==> src/rtl/xilinx_pcie_tx_pkg.sv <==
// xilinx_pcie_tx_pkg: shared FSM encoding, payload sizing and arbitration helper for the PCIe TX arbiter
package xilinx_pcie_tx_pkg;
  typedef enum logic [1:0] {ST_IDLE, ST_PKT, ST_DRAIN} tx_state_t;
  localparam int TX_CTRL_W = 2;
  function automatic logic [3:0] onehot_rr(input logic [3:0] valid, input logic [1:0] ptr);
    logic [1:0] idx;
    onehot_rr = '0;
    for (int i = 3; i >= 0; i--) begin
      idx = ptr + 2'(i);
      if (valid[idx]) onehot_rr = 4'b0001 << idx;
    end
  endfunction
endpackage

==> src/rtl/xilinx_pcie_axis_skid.sv <==
// xilinx_pcie_axis_skid: 2-entry registered slice decoupling core ready from source logic
module xilinx_pcie_axis_skid #(
  parameter int P_W = 146
) (
  input  logic           i_clk,
  input  logic           i_rst_n,
  input  logic           i_valid,
  input  logic [P_W-1:0] i_data,
  output logic           o_ready,
  output logic           o_valid,
  output logic [P_W-1:0] o_data,
  input  logic           i_ready
);
  logic [1:0]     r_cnt;
  logic [P_W-1:0] r_d0, r_d1;
  logic           w_push, w_pop;
  assign o_ready = r_cnt != 2'd2;
  assign o_valid = r_cnt != 2'd0;
  assign o_data  = r_d0;
  assign w_push  = i_valid & o_ready;
  assign w_pop   = o_valid & i_ready;
  always_ff @(posedge i_clk) begin
    if (!i_rst_n) begin
      r_cnt <= '0;
      r_d0  <= '0;
      r_d1  <= '0;
    end else begin
      r_cnt <= r_cnt + 2'(w_push) - 2'(w_pop);
      if (w_pop) r_d0 <= (r_cnt == 2'd2) ? r_d1 : i_data;
      else if (w_push && r_cnt == 2'd0) r_d0 <= i_data;
      if (w_push) r_d1 <= i_data;
    end
  end
endmodule

==> src/rtl/xilinx_pcie_tx_arbiter.sv <==
// xilinx_pcie_tx_arbiter: per-TLP arbiter sharing the PCIe core AXIS TX port, with stall watchdog abort
module xilinx_pcie_tx_arbiter
  import xilinx_pcie_tx_pkg::*;
#(
  parameter int P_DATA_WIDTH = 128,
  parameter int P_KEEP_WIDTH = P_DATA_WIDTH / 8,
  parameter int P_NUM_SRC    = 2,
  parameter int P_TIMEOUT    = 1024
) (
  input  logic                              i_clk,
  input  logic                              i_rst_n,
  input  logic [P_NUM_SRC*P_DATA_WIDTH-1:0] s_src_tdata,
  input  logic [P_NUM_SRC*P_KEEP_WIDTH-1:0] s_src_tkeep,
  input  logic [P_NUM_SRC-1:0]              s_src_tlast,
  input  logic [P_NUM_SRC-1:0]              s_src_tvalid,
  output logic [P_NUM_SRC-1:0]              s_src_tready,
  input  logic                              s_axis_tx_tready,
  output logic [P_DATA_WIDTH-1:0]           s_axis_tx_tdata,
  output logic [P_KEEP_WIDTH-1:0]           s_axis_tx_tkeep,
  output logic                              s_axis_tx_tlast,
  output logic                              s_axis_tx_tvalid,
  output logic                              tx_src_dsc,
  input  logic                              i_fixed_prio,
  output logic [P_NUM_SRC-1:0]              o_grant,
  output logic                              o_timeout
);
  localparam int GW = $clog2(P_NUM_SRC);
  localparam int CW = $clog2(P_TIMEOUT);
  localparam int PW = P_DATA_WIDTH + P_KEEP_WIDTH + TX_CTRL_W;
  tx_state_t               r_state, w_state_nx;
  logic [P_NUM_SRC-1:0]    r_grant, w_grant_nx, w_pick;
  logic [GW-1:0]           r_gidx, w_gidx_nx, r_ptr, w_ptr_nx, w_pick_idx, w_ptr_adv;
  logic [CW-1:0]           r_cnt, w_cnt_nx;
  logic                    r_timeout, w_timeout_nx;
  logic                    w_g_valid, w_g_last, w_to, w_in_valid, w_slice_rdy, w_out_valid, w_o_last, w_o_dsc;
  logic [P_DATA_WIDTH-1:0] w_g_data;
  logic [P_KEEP_WIDTH-1:0] w_g_keep;
  logic [PW-1:0]           w_in_data, w_out_data;
  assign w_g_valid = s_src_tvalid[r_gidx];
  assign w_g_last  = s_src_tlast[r_gidx];
  assign w_g_data  = s_src_tdata[r_gidx*P_DATA_WIDTH +: P_DATA_WIDTH];
  assign w_g_keep  = s_src_tkeep[r_gidx*P_KEEP_WIDTH +: P_KEEP_WIDTH];
  assign w_to      = r_cnt == CW'(P_TIMEOUT - 1);
  assign w_pick    = P_NUM_SRC'(onehot_rr(4'(s_src_tvalid), i_fixed_prio ? 2'd0 : 2'(r_ptr)));
  assign w_ptr_adv = (r_gidx == GW'(P_NUM_SRC - 1)) ? '0 : r_gidx + GW'(1);
  assign o_grant   = r_grant;
  assign o_timeout = r_timeout;
  always_comb begin
    w_pick_idx = '0;
    for (int i = 0; i < P_NUM_SRC; i++) if (w_pick[i]) w_pick_idx = GW'(i);
  end
  always_ff @(posedge i_clk) begin
    if (!i_rst_n) begin
      r_state   <= ST_IDLE;
      r_grant   <= '0;
      r_gidx    <= '0;
      r_ptr     <= '0;
      r_cnt     <= '0;
      r_timeout <= 1'b0;
    end else begin
      r_state   <= w_state_nx;
      r_grant   <= w_grant_nx;
      r_gidx    <= w_gidx_nx;
      r_ptr     <= w_ptr_nx;
      r_cnt     <= w_cnt_nx;
      r_timeout <= w_timeout_nx;
    end
  end
  always_comb begin
    w_state_nx   = r_state;
    w_grant_nx   = r_grant;
    w_gidx_nx    = r_gidx;
    w_ptr_nx     = r_ptr;
    w_cnt_nx     = r_cnt;
    w_timeout_nx = r_timeout;
    w_in_valid   = 1'b0;
    w_in_data    = {w_g_data, w_g_keep, w_g_last, 1'b0};
    s_src_tready = '0;
    case (r_state)
      ST_IDLE: if (|s_src_tvalid) begin
        w_state_nx = ST_PKT;
        w_grant_nx = w_pick;
        w_gidx_nx  = w_pick_idx;
        w_cnt_nx   = '0;
      end
      ST_PKT: if (w_to) begin
        // abort beat waits for slice space, holding state and count
        w_in_valid = 1'b1;
        w_in_data  = {{P_DATA_WIDTH{1'b0}}, {P_KEEP_WIDTH{1'b1}}, 2'b11};
        if (w_slice_rdy) begin
          w_state_nx   = ST_DRAIN;
          w_timeout_nx = 1'b1;
        end
      end else begin
        w_in_valid           = w_g_valid;
        s_src_tready[r_gidx] = w_slice_rdy;
        if (w_g_valid && w_slice_rdy) begin
          w_cnt_nx = '0;
          if (w_g_last) begin
            w_state_nx = ST_IDLE;
            w_grant_nx = '0;
            w_ptr_nx   = i_fixed_prio ? r_ptr : w_ptr_adv;
          end
        end else if (!w_g_valid) w_cnt_nx = r_cnt + CW'(1);
      end
      ST_DRAIN: begin
        s_src_tready[r_gidx] = 1'b1;
        if (w_g_valid && w_g_last) begin
          w_state_nx = ST_IDLE;
          w_grant_nx = '0;
          w_ptr_nx   = i_fixed_prio ? r_ptr : w_ptr_adv;
        end
      end
      default: w_state_nx = ST_IDLE;
    endcase
  end
  xilinx_pcie_axis_skid #(.P_W(PW)) u_skid (
    .i_clk   (i_clk),
    .i_rst_n (i_rst_n),
    .i_valid (w_in_valid),
    .i_data  (w_in_data),
    .o_ready (w_slice_rdy),
    .o_valid (w_out_valid),
    .o_data  (w_out_data),
    .i_ready (s_axis_tx_tready)
  );
  assign {s_axis_tx_tdata, s_axis_tx_tkeep, w_o_last, w_o_dsc} = w_out_data;
  assign s_axis_tx_tvalid = w_out_valid;
  assign s_axis_tx_tlast  = w_out_valid & w_o_last;
  assign tx_src_dsc       = w_out_valid & w_o_dsc;
endmodule

==> config.mk <==
export PLATFORM = sky130hd
export DESIGN_NAME = xilinx_pcie_tx_arbiter
export DESIGN_NICKNAME = d
export VERILOG_FILES = /design/src/rtl/xilinx_pcie_tx_pkg.sv /design/src/rtl/xilinx_pcie_axis_skid.sv /design/src/rtl/xilinx_pcie_tx_arbiter.sv
export SDC_FILE = /design/constraint.sdc
export NUM_CORES = 1
export LEC_CHECK = 0
export CORE_ASPECT_RATIO = 1.2
export CORE_UTILIZATION = 40
export CTS_CLUSTER_SIZE = 28
export DETAILED_ROUTE_END_ITERATION = 8
export PLACE_DENSITY = 0.7
export SYNTH_ARGS = -nofsm -noshare
export SYNTH_HDL_FRONTEND = slang
export SYNTH_HIERARCHICAL = 1
export SYNTH_SLANG_ARGS = --single-unit
==> constraint.sdc <==
create_clock -name i_clk -period 7.15 [get_ports i_clk]
set_input_delay 1.0725 -clock i_clk [delete_from_list [all_inputs] [get_ports i_clk]]
set_output_delay 1.0725 -clock i_clk [all_outputs]
set_load 0.01 [all_outputs]
Wiring by layer:
Drawn at 2 px/µm.
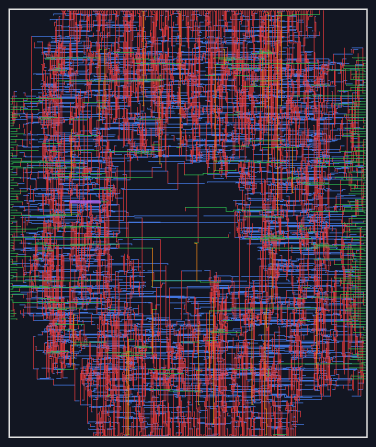
| colour | layer | wire length |
|---|---|---|
| purple | M5 | 13.8 µm |
| red | M2 | 25.2 mm |
| blue | M1 | 20.5 mm |
| green | M3 | 3200 µm |
| orange | M4 | 1070 µm |

Sequential cells coloured by netlist name:
Drawn at 1 px/µm. Other sequential cells in the stronger grey, the rest of the logic in the fainter grey.
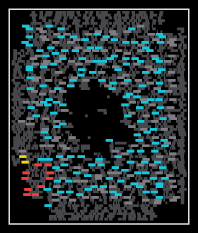
| colour | netlist name | placed flops |
|---|---|---|
| yellow | r_state | 2 |
| cyan | u_skid/r_d1 | 146 |
| red | r_cnt | 10 |
not coloured: 153

==> results.json <==
{
  "status": "completed",
  "crit_chain": "clkdlybuf4s50_1 > mux2i_1 > a21boi_4 > inv_4 > o2bb2a_4 > buf_4 > o221a_2",
  "grt_pass1_wl_mm": 75.4,
  "hold_buffers": 0,
  "ys_warn_count": 6,
  "clkTransAtPathRegs_ps": 60,
  "max_stage_delay_ps": 640,
  "post_cts_resized": 0,
  "fp_util": 0.405,
  "die.size.y_um": 213,
  "gp_congestion": 0.811,
  "drt-initial-drc-count": 1062,
  "synthCells": 1638,
  "ios": 448,
  "tns_ps": 0,
  "cp_top_family": "buffers and inverters",
  "lay_top_count": "clkdlybuf4s50_1",
  "htreeDepth": 2,
  "postCtsSetupRepairBufs": 0,
  "max_freq_mhz": 254,
  "critPathLaunchType": "primary input",
  "cts.sinks": 311,
  "numPortBuffers": 447,
  "powerDensity_nw_per_um2": 370,
  "timing.rr.start": "r_gidx",
  "finalHoldViolations": 0,
  "drc": 0,
  "ys_chip_area_um2": 14900,
  "clock_latency_ps": 500,
  "critPathSlowestCell": "inv_4",
  "synthesis.area_um2": 14900,
  "overflow": 0,
  "critPathMaxFanout": 88,
  "synth_flops": 311,
  "syn-num-nets": 1941,
  "path_class": "in2reg",
  "dp_slack_ps": 2750,
  "max-cap-violations": 0,
  "yosys-stat-cells": 1638,
  "grt_max_degree": 89,
  "fin_crit_sh": 0.550,
  "maxSlewViolCount": 0,
  "grt_pass1_vias": 13577,
  "p_leak_nw": 7.09,
  "syn_area_per_cell_um2": 9.08,
  "path_buffers": 3,
  "finalNetCount": 2264,
  "max-vdd-ir-drop_mv": 0.224,
  "crit_end": "u_skid/o_data[134]",
  "clockBufferDepth": 3,
  "die_area_um2": 38000,
  "postSynthSeqShare": 0.418,
  "synthArstFlopShare": 0,
  "vias_per_cell": 5.79,
  "crit_path_end_kind": "flop",
  "core_area_um2": 36700,
  "min_period_ps": 3930,
  "final-setup-viol-count": 0,
  "ff_type": "dfxtp_1",
  "row_count": 77,
  "wire_per_inst_um": 20.3,
  "rrSetupSlack_ps": 3250,
  "worstPathArrival_ps": 4370,
  "cts_tree": "yes",
  "drt_pass1_iterations": 5,
  "grt_antenna_before_repair": 2,
  "crit_required_ps": 7590,
  "synth_cell_types": 51,
  "drive_above_1_share": 0.0464,
  "fin_ws_ps": 3220,
  "lay_top_cells": "clkdlybuf4s50_1, dfxtp_1, nand3_1",
  "startpoint": "s_src_tvalid[0]",
  "cts_root_buf": "clkbuf_16",
  "vias": 14248,
  "edf_count": 0,
  "ff2ff_path_depth": 6,
  "cp.depth": 7
}
Clock routing:
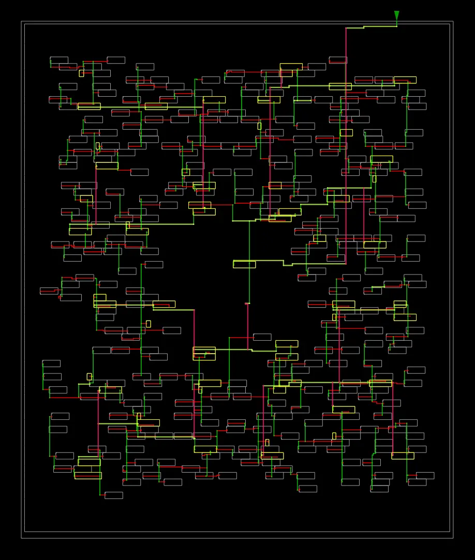
clk_buf instances: 54
total CTS buffers: 34
flop count: 311
Clock Skew: 12.7 ps

Nets reached from selected ports:
Drawn at 2 px/µm.
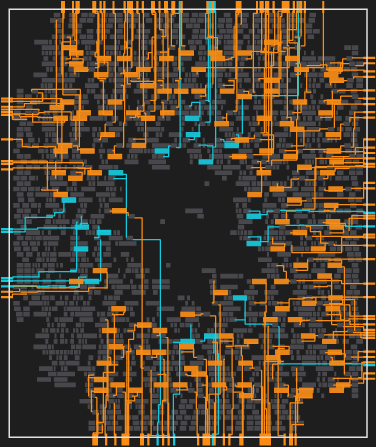
| colour | port | bits | direction | end cells | buffers | wire |
|---|---|---|---|---|---|---|
| cyan | s_axis_tx_tkeep | 16 | output | 16 | 16 | 1220 µm |
| orange | s_axis_tx_tdata | 128 | output | 128 | 128 | 6210 µm |

## cells in the mapped netlist, drive strengths merged (7+ instances only)
cell type | number | area, µm²
o21a | 146 | 1100
nand2 | 31 | 119
clkbuf | 104 | 390
nand3 | 156 | 781
o221a | 146 | 1640
a21oi | 155 | 776
ha | 7 | 87.6
o21ai | 155 | 776
mux2i | 148 | 1480
inv | 10 | 37.5
buf | 75 | 523
nor2 | 142 | 533
dfxtp | 311 | 6230
## sequential cells by signal, indices dropped and copies added (netlist names)
register,cells
r_state,2
u_skid/r_cnt,2
r_cnt,10
o_timeout,1
u_skid/r_d1,146
u_skid/o_data,146
r_ptr,1
r_gidx,1
o_grant,2
## report_power, final
group / internal [mW] / switching [mW] / total, mW
Clock: 1.06 / 0.692 / 1.75
Sequential: 2.27 / 0.322 / 2.59
Combinational: 1.48 / 1.72 / 3.20
## layer usage
layer / global-route usage / wire, µm / vias up
met5: 0 / 13 / -
met4: 0.0610 / 1070 / 2
met3: 0.0397 / 3200 / 60
met2: 0.438 / 25200 / 507
met1: 0.311 / 20500 / 6980
li1: - / - / 6699
## tightest hold or removal path: stages, from the launching register on
cell and delay (ps):
dfxtp_1 310, nand2_1 50, mux2i_1 50
## logic make-up after synthesis
logic type	count (synthesis)	synth area share
flops	311	0.418
mux	149	0.101
simple gates	357	0.109
xor+xnor	6	0.00353
fa+ha+maj	7	0.00589
buf+inv	191	0.0644
compound gates	617	0.298
## stage by stage
step | hold WS (ps) | util | cells | power (mW) | cell area, µm²
after detailed placement | 445 | 0.524 | 2399 | 5.81 | 19200
final | 462 | 0.555 | 2459 | 7.54 | 20400
after global routing | 476 | 0.555 | 2458 | 7.89 | 20400
after floorplan | 444 | - | 1638 | 4.41 | 14900
after global placement | 454 | 0.524 | 2399 | 5.76 | 19200
after CTS | 462 | 0.555 | 2458 | 7.57 | 20400
## layout make-up
cell class                 count  area [µm²]  area share
multi-input combinational   1136        7730       0.380
sequential                   311        6230       0.306
timing repair buffer         466        4630       0.227
clock buffer                  54        1070      0.0526
tap                          474         593      0.0291
inverter                      12        55.1     0.00270
clock inverter                 5        53.8     0.00264
antenna                        1        2.50    0.000123
## worst min-delay path by stage
stage	from	endpoint	cells past startpoint	slack, ps
2_1_floorplan	r_cnt[1]	r_cnt[1]	2	440
3_3_place_gp	r_cnt[1]	r_cnt[1]	2	450
3_5_place_dp	o_grant[1]	o_grant[1]	2	450
4_1_cts	o_grant[1]	o_grant[1]	2	460
5_1_grt	o_grant[1]	o_grant[1]	2	480
6_report	o_grant[1]	o_grant[1]	2	460
No activity file was given, so power comes from the tool's default toggle rates.
